**config.mk**
```make
export PLATFORM = sky130hd
export DESIGN_NAME = jtbubl_gfx_romslot_flat
export DESIGN_NICKNAME = d
export VERILOG_FILES = /design/src/rtl/jtbubl_gfx_romslot_if.sv /design/src/rtl/jtbubl_gfx_romslot.sv /design/src/flat_wrapper.sv
export SDC_FILE = /design/constraint.sdc
export NUM_CORES = 1
export LEC_CHECK = 0
export ABC_AREA = 1
export CAP_MARGIN = 0
export CORE_ASPECT_RATIO = 0.6
export CORE_MARGIN = 4
export CORE_UTILIZATION = 50
export CTS_BUF_LIST = sky130_fd_sc_hd__clkbuf_8
export DETAILED_ROUTE_END_ITERATION = 8
export PLACE_DENSITY_LB_ADDON = 0.12
export SLEW_MARGIN = 5
export SYNTH_ARGS = -nofsm -noshare
export SYNTH_HDL_FRONTEND = slang
export SYNTH_SLANG_ARGS = --single-unit
```
**constraint.sdc**
```tcl
create_clock -name clk -period 1.8 [get_ports clk]
set_input_delay 0.27 -clock clk [delete_from_list [all_inputs] [get_ports clk]]
set_output_delay 0.27 -clock clk [all_outputs]
set_load 0.02 [all_outputs]
```
**src/rtl/jtbubl_gfx_romslot_if.sv**
```systemverilog
`default_nettype none
// +----------------------------------------------------------------------+
// | Module      : jtbubl_gfx_romslot_if                                   |
// | Description : Renderer ROM port plus SDRAM arbiter port bundle for    |
// |               the graphics ROM slot.                                  |
// | Revision    : 1.0 - initial release                                   |
// +----------------------------------------------------------------------+
interface jtbubl_gfx_romslot_if #(
    parameter int AW = 18
);
    logic          downloading;
    logic          rom_cs;
    logic [AW-1:0] rom_addr;
    logic [31:0]   rom_data;
    logic          rom_ok;
    logic [21:0]   sd_addr;
    logic          sd_req;
    logic          sd_ack;
    logic          sd_rdy;
    logic [15:0]   sd_din;

    // Environment side: renderer plus SDRAM arbiter.
    modport master (
        output downloading, rom_cs, rom_addr, sd_ack, sd_rdy, sd_din,
        input  rom_data, rom_ok, sd_addr, sd_req
    );

    // ROM slot side.
    modport slave (
        input  downloading, rom_cs, rom_addr, sd_ack, sd_rdy, sd_din,
        output rom_data, rom_ok, sd_addr, sd_req
    );
endinterface
`default_nettype wire

```
**src/rtl/jtbubl_gfx_romslot.sv**
```systemverilog
`default_nettype none
// +----------------------------------------------------------------------+
// | Module      : jtbubl_gfx_romslot                                      |
// | Description : Serves 32-bit renderer row fetches from SDRAM as        |
// |               two-word bursts, with a one-entry row cache.            |
// | Revision    : 1.0 - initial release                                   |
// +----------------------------------------------------------------------+
module jtbubl_gfx_romslot #(
    parameter int          AW     = 18,
    parameter logic [21:0] OFFSET = 22'h0
) (
    input wire clk,
    input wire rst,
    jtbubl_gfx_romslot_if.slave bus
);
    // Rows are 32 bits wide, so the word address LSB never selects anything.
    localparam logic [AW-1:0] c_align_mask = {{(AW-1){1'b1}}, 1'b0};

    typedef enum logic [1:0] {
        ST_IDLE = 2'd0,
        ST_REQ  = 2'd1,
        ST_W0   = 2'd2,
        ST_W1   = 2'd3
    } state_t;

    state_t        r_state,       w_state_nxt;
    logic          r_sd_req,      w_sd_req_nxt;
    logic [21:0]   r_sd_addr,     w_sd_addr_nxt;
    logic [AW-1:0] r_req_addr,    w_req_addr_nxt;
    logic [AW-1:0] r_cached_addr, w_cached_addr_nxt;
    logic          r_valid,       w_valid_nxt;
    logic [15:0]   r_low,         w_low_nxt;
    logic [31:0]   r_rom_data,    w_rom_data_nxt;

    logic [AW-1:0] w_addr_aligned;
    logic          w_hit;

    // Both sides of the compare carry a zero LSB, so a full-width compare
    // is a row compare.
    assign w_addr_aligned = bus.rom_addr & c_align_mask;
    assign w_hit          = r_valid && (w_addr_aligned == r_cached_addr);

    assign bus.rom_ok   = bus.rom_cs & w_hit & ~bus.downloading;
    assign bus.rom_data = r_rom_data;
    assign bus.sd_req   = r_sd_req;
    assign bus.sd_addr  = r_sd_addr;

    // Next-state and datapath updates for the burst sequencer.
    always_comb begin
        w_state_nxt       = r_state;
        w_sd_req_nxt      = r_sd_req;
        w_sd_addr_nxt     = r_sd_addr;
        w_req_addr_nxt    = r_req_addr;
        w_cached_addr_nxt = r_cached_addr;
        w_valid_nxt       = r_valid;
        w_low_nxt         = r_low;
        w_rom_data_nxt    = r_rom_data;

        case (r_state)
            ST_IDLE: begin
                if (bus.rom_cs && !w_hit && !bus.downloading) begin
                    w_req_addr_nxt = w_addr_aligned;
                    w_sd_addr_nxt  = OFFSET + 22'(w_addr_aligned);
                    w_sd_req_nxt   = 1'b1;
                    w_state_nxt    = ST_REQ;
                end
            end
            ST_REQ: begin
                if (bus.downloading) begin
                    // Withdraw the request; the ROM contents are changing.
                    w_sd_req_nxt = 1'b0;
                    w_state_nxt  = ST_IDLE;
                end else if (bus.sd_ack) begin
                    w_sd_req_nxt = 1'b0;
                    if (bus.sd_rdy) begin
                        // Arbiter may deliver the first word with the ack.
                        w_low_nxt   = bus.sd_din;
                        w_state_nxt = ST_W1;
                    end else begin
                        w_state_nxt = ST_W0;
                    end
                end
            end
            ST_W0: begin
                if (bus.sd_rdy) begin
                    w_low_nxt   = bus.sd_din;
                    w_state_nxt = ST_W1;
                end
            end
            ST_W1: begin
                if (bus.sd_rdy) begin
                    w_rom_data_nxt    = {bus.sd_din, r_low};
                    w_cached_addr_nxt = r_req_addr;
                    w_valid_nxt       = 1'b1;
                    w_state_nxt       = ST_IDLE;
                end
            end
            default: begin
                w_state_nxt = ST_IDLE;
            end
        endcase

        // A ROM download invalidates the cache regardless of burst progress.
        if (bus.downloading) begin
            w_valid_nxt = 1'b0;
        end
    end

    // State and datapath registers.
    always_ff @(posedge clk) begin
        if (rst) begin
            r_state       <= ST_IDLE;
            r_sd_req      <= 1'b0;
            r_sd_addr     <= '0;
            r_req_addr    <= '0;
            r_cached_addr <= '0;
            r_valid       <= 1'b0;
            r_low         <= '0;
            r_rom_data    <= '0;
        end else begin
            r_state       <= w_state_nxt;
            r_sd_req      <= w_sd_req_nxt;
            r_sd_addr     <= w_sd_addr_nxt;
            r_req_addr    <= w_req_addr_nxt;
            r_cached_addr <= w_cached_addr_nxt;
            r_valid       <= w_valid_nxt;
            r_low         <= w_low_nxt;
            r_rom_data    <= w_rom_data_nxt;
        end
    end
endmodule
`default_nettype wire

```
**src/flat_wrapper.sv**
```systemverilog
// flat-port wrapper written by rule: the top's interface ports become plain ports
module jtbubl_gfx_romslot_flat 
#(
    parameter int          AW     = 18,
    parameter logic [21:0] OFFSET = 22'h0
)
  (clk, rst, bus_downloading, bus_rom_cs, bus_rom_addr, bus_sd_ack, bus_sd_rdy, bus_sd_din, bus_rom_data, bus_rom_ok, bus_sd_addr, bus_sd_req);
  jtbubl_gfx_romslot_if #(.AW(AW)) bus_i ();
  input wire clk;
  input wire rst;
  input wire logic [$bits(bus_i.downloading)-1:0] bus_downloading;
  input wire logic [$bits(bus_i.rom_cs)-1:0] bus_rom_cs;
  input wire logic [$bits(bus_i.rom_addr)-1:0] bus_rom_addr;
  input wire logic [$bits(bus_i.sd_ack)-1:0] bus_sd_ack;
  input wire logic [$bits(bus_i.sd_rdy)-1:0] bus_sd_rdy;
  input wire logic [$bits(bus_i.sd_din)-1:0] bus_sd_din;
  output wire logic [$bits(bus_i.rom_data)-1:0] bus_rom_data;
  output wire logic [$bits(bus_i.rom_ok)-1:0] bus_rom_ok;
  output wire logic [$bits(bus_i.sd_addr)-1:0] bus_sd_addr;
  output wire logic [$bits(bus_i.sd_req)-1:0] bus_sd_req;
  assign bus_i.downloading = bus_downloading;
  assign bus_i.rom_cs = bus_rom_cs;
  assign bus_i.rom_addr = bus_rom_addr;
  assign bus_i.sd_ack = bus_sd_ack;
  assign bus_i.sd_rdy = bus_sd_rdy;
  assign bus_i.sd_din = bus_sd_din;
  assign bus_rom_data = bus_i.rom_data;
  assign bus_rom_ok = bus_i.rom_ok;
  assign bus_sd_addr = bus_i.sd_addr;
  assign bus_sd_req = bus_i.sd_req;
  jtbubl_gfx_romslot #(.AW(AW), .OFFSET(OFFSET)) u_core (.clk(clk), .rst(rst), .bus(bus_i));
endmodule
```
==> images/m1.png <==
The bar under the picture is 20 µm long.
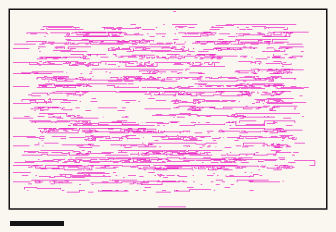
The longest straight run is 34.5 µm. The layer carries 4530 µm of wire.
sum of routed wire length over all layers: 8910 µm
DR vias: 3260
fraction of met1 tracks used by global routing: 33.1%

==> images/clock_nets.png <==
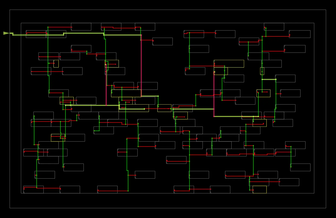
Inserted Clock Buffers: 9
clk sinks: 86

==> reports/writeup.txt <==
The register with the most flip-flops in the layout has 32 of them. Number of antenna cells inserted: 0. The later pin in the worst-skew pair is clocked with a latency of 0.34 ns.

The synthesized netlist handed to floorplanning was reported with a cell count of 473. The final hold violation count is 0. The run gives 13.0% for the layout cell share with drive strength beyond 1.

The non-clock buffer total of the final layout was 123. In the power breakdown, the biggest contributor is registers. Worst-case hold path end point: u_core.bus.sd_addr[10].

The net count of the finished layout is 622. Total area of multi-input combinational cells: 0.00140 mm². Per the timing report, the most critical flop-to-flop path finishes at u_core.bus.sd_addr[10]. Cell count in the Yosys report: 473.

The global-route wire length before repair was 14600 µm; the number of violations of the max-capacitance limit was 0. Routability-driven placement finished with a final weighted congestion of 0.842. Worst min-delay path class: in -> reg.

The highest supply drop recorded on VDD is 0.672 mV. The core region is 0.00673 mm². The number of buffers between clock root and the deepest sink was 2. The critical register-to-register path startpoint was u_core.r_cached_addr[3].

The synthesis report lists the Yosys warning total as 0. Count of input and output buffers: 89. The critical path startpoint is bus_rom_addr[12].

Per the OpenROAD floorplan log, the width of the die is 116 µm. The design has 86 sequential cells. The run finished with clean final reports.

Setup repair after global routing could not meet its margin everywhere. Summed over all cells, the static leakage comes to 1.93 nW. The run gives 72 for the number of logic inverters in the finished layout. Setup slack on the worst path after placement came out at -0.579 ns.

met2 track demand over resource after global routing is 31.2%. The worst hold path passes through 3 cells. Per the CTS log, the root buffer master is clkbuf_8. For this run the aggregate overflow at the end of global routing stands at 0.

For the worst relative slew slack, the log shows 66.7%. The top cell type in the final layout, fill and taps aside, is dfxtp_1. For this run, the detailed router reports a per-instance via density of 4.84. For the area of the die, the log shows 0.00846 mm². After synthesis, the cell types taking the most area are dfxtp_1, a21oi_1, o21ai_0, nand2_1, inv_1. In the layout the commonest cells are dfxtp_1, clkdlybuf4s50_1, inv_1, nand2_1, a21oi_1. The clock period minus final worst setup slack is 1.79 ns.

Counting cells, the worst reg-to-reg path comes to 11. STA puts the critical path data arrival time at 1.52 ns. The internal power was 3.30 mW; the first-pass detailed-route iteration total was 5.

Counting pins that exceed their max-slew limit in the final report gives 0. The summed negative setup slack over all endpoints is 0 ns. The run gives 0 for the initial antenna violation count.

The logs give 1.53 ns for the critical path required time and 22.0% for the total routing resource utilization after global routing. The synthesis-to-finish area growth is 40.0%. The number of tapcells is 87. The run gives 0.00574 ns as the final setup slack of the worst path. The routing usage on met3 was 6.30%. Per Yosys stat, the portion of area used by sequential elements is 49.1%. The report lists the number of standard-cell rows as 23.
[cell families (layout without fill, tap and decap cells)]
| group | Yosys count | count (layout) | synth area share (%) |
|---|---|---|---|
| simple gates | 145 | 145 | 17.7 |
| compound gates | 140 | 140 | 20.8 |
| buf+inv | 101 | 210 | 12.3 |
| other cells | 1 | 5 | 0.107 |
| flops | 86 | 86 | 49.1 |
[metrics by stage]
stage / hold slack, ns / cells / utilization (%)
after detailed placement: 0.437 / 658 / 69.2
after global routing: 0.280 / 673 / 72.9
after global placement: 0.430 / 658 / 69.2
after floorplan: 0.348 / 477 / -
final: 0.288 / 673 / 72.9
after CTS: 0.345 / 673 / 72.6
[worst max-delay path, stage by stage]
cell             delay (ns)
clkdlybuf4s50_1        0.50
o21ai_1                0.10
nor2_2                 0.14
nand2_1                0.07
nor2_2                 0.09
nand3_2                0.08
nor3_2                 0.11
buf_4                  0.16
[per-layer routing]
| layer | part of all wire, % | up-vias |
|---|---|---|
| li1 | - | 1710 |
| met1 | 51 | 1455 |
| met2 | 41 | 88 |
| met3 | 7.3 | 7 |
| met4 | 0.59 | 0 |
| met5 | 0 | - |
[synthesized netlist by cell type]
library cell,number
nor2_4,1
nor3_1,1
o21ai_0,63
nand4_1,2
buf_8,1
o21ai_1,5
o211ai_1,1
nand2_4,2
a21oi_4,1
nor2_1,44
a21oi_2,3
buf_4,6
a21oi_1,65
conb_1,1
nand3_2,1
inv_1,67
or2_0,2
inv_2,4
inv_4,1
dfxtp_1,86
nand2_1,68
a22oi_1,1
buf_1,1
nand3_1,19
nor2_2,4
buf_6,2
a211oi_1,1
clkbuf_1,19
nand2_2,1
[repair_timing]
item | in CTS | in global routing
endpoints found under the setup margin | 1 | 9
resized | 23 | 6
pin swaps | 3 | 1
endpoints found under the hold margin | 0 | 0
hold buffers | 0 | 0
Power is estimated from default activity; no workload was simulated.
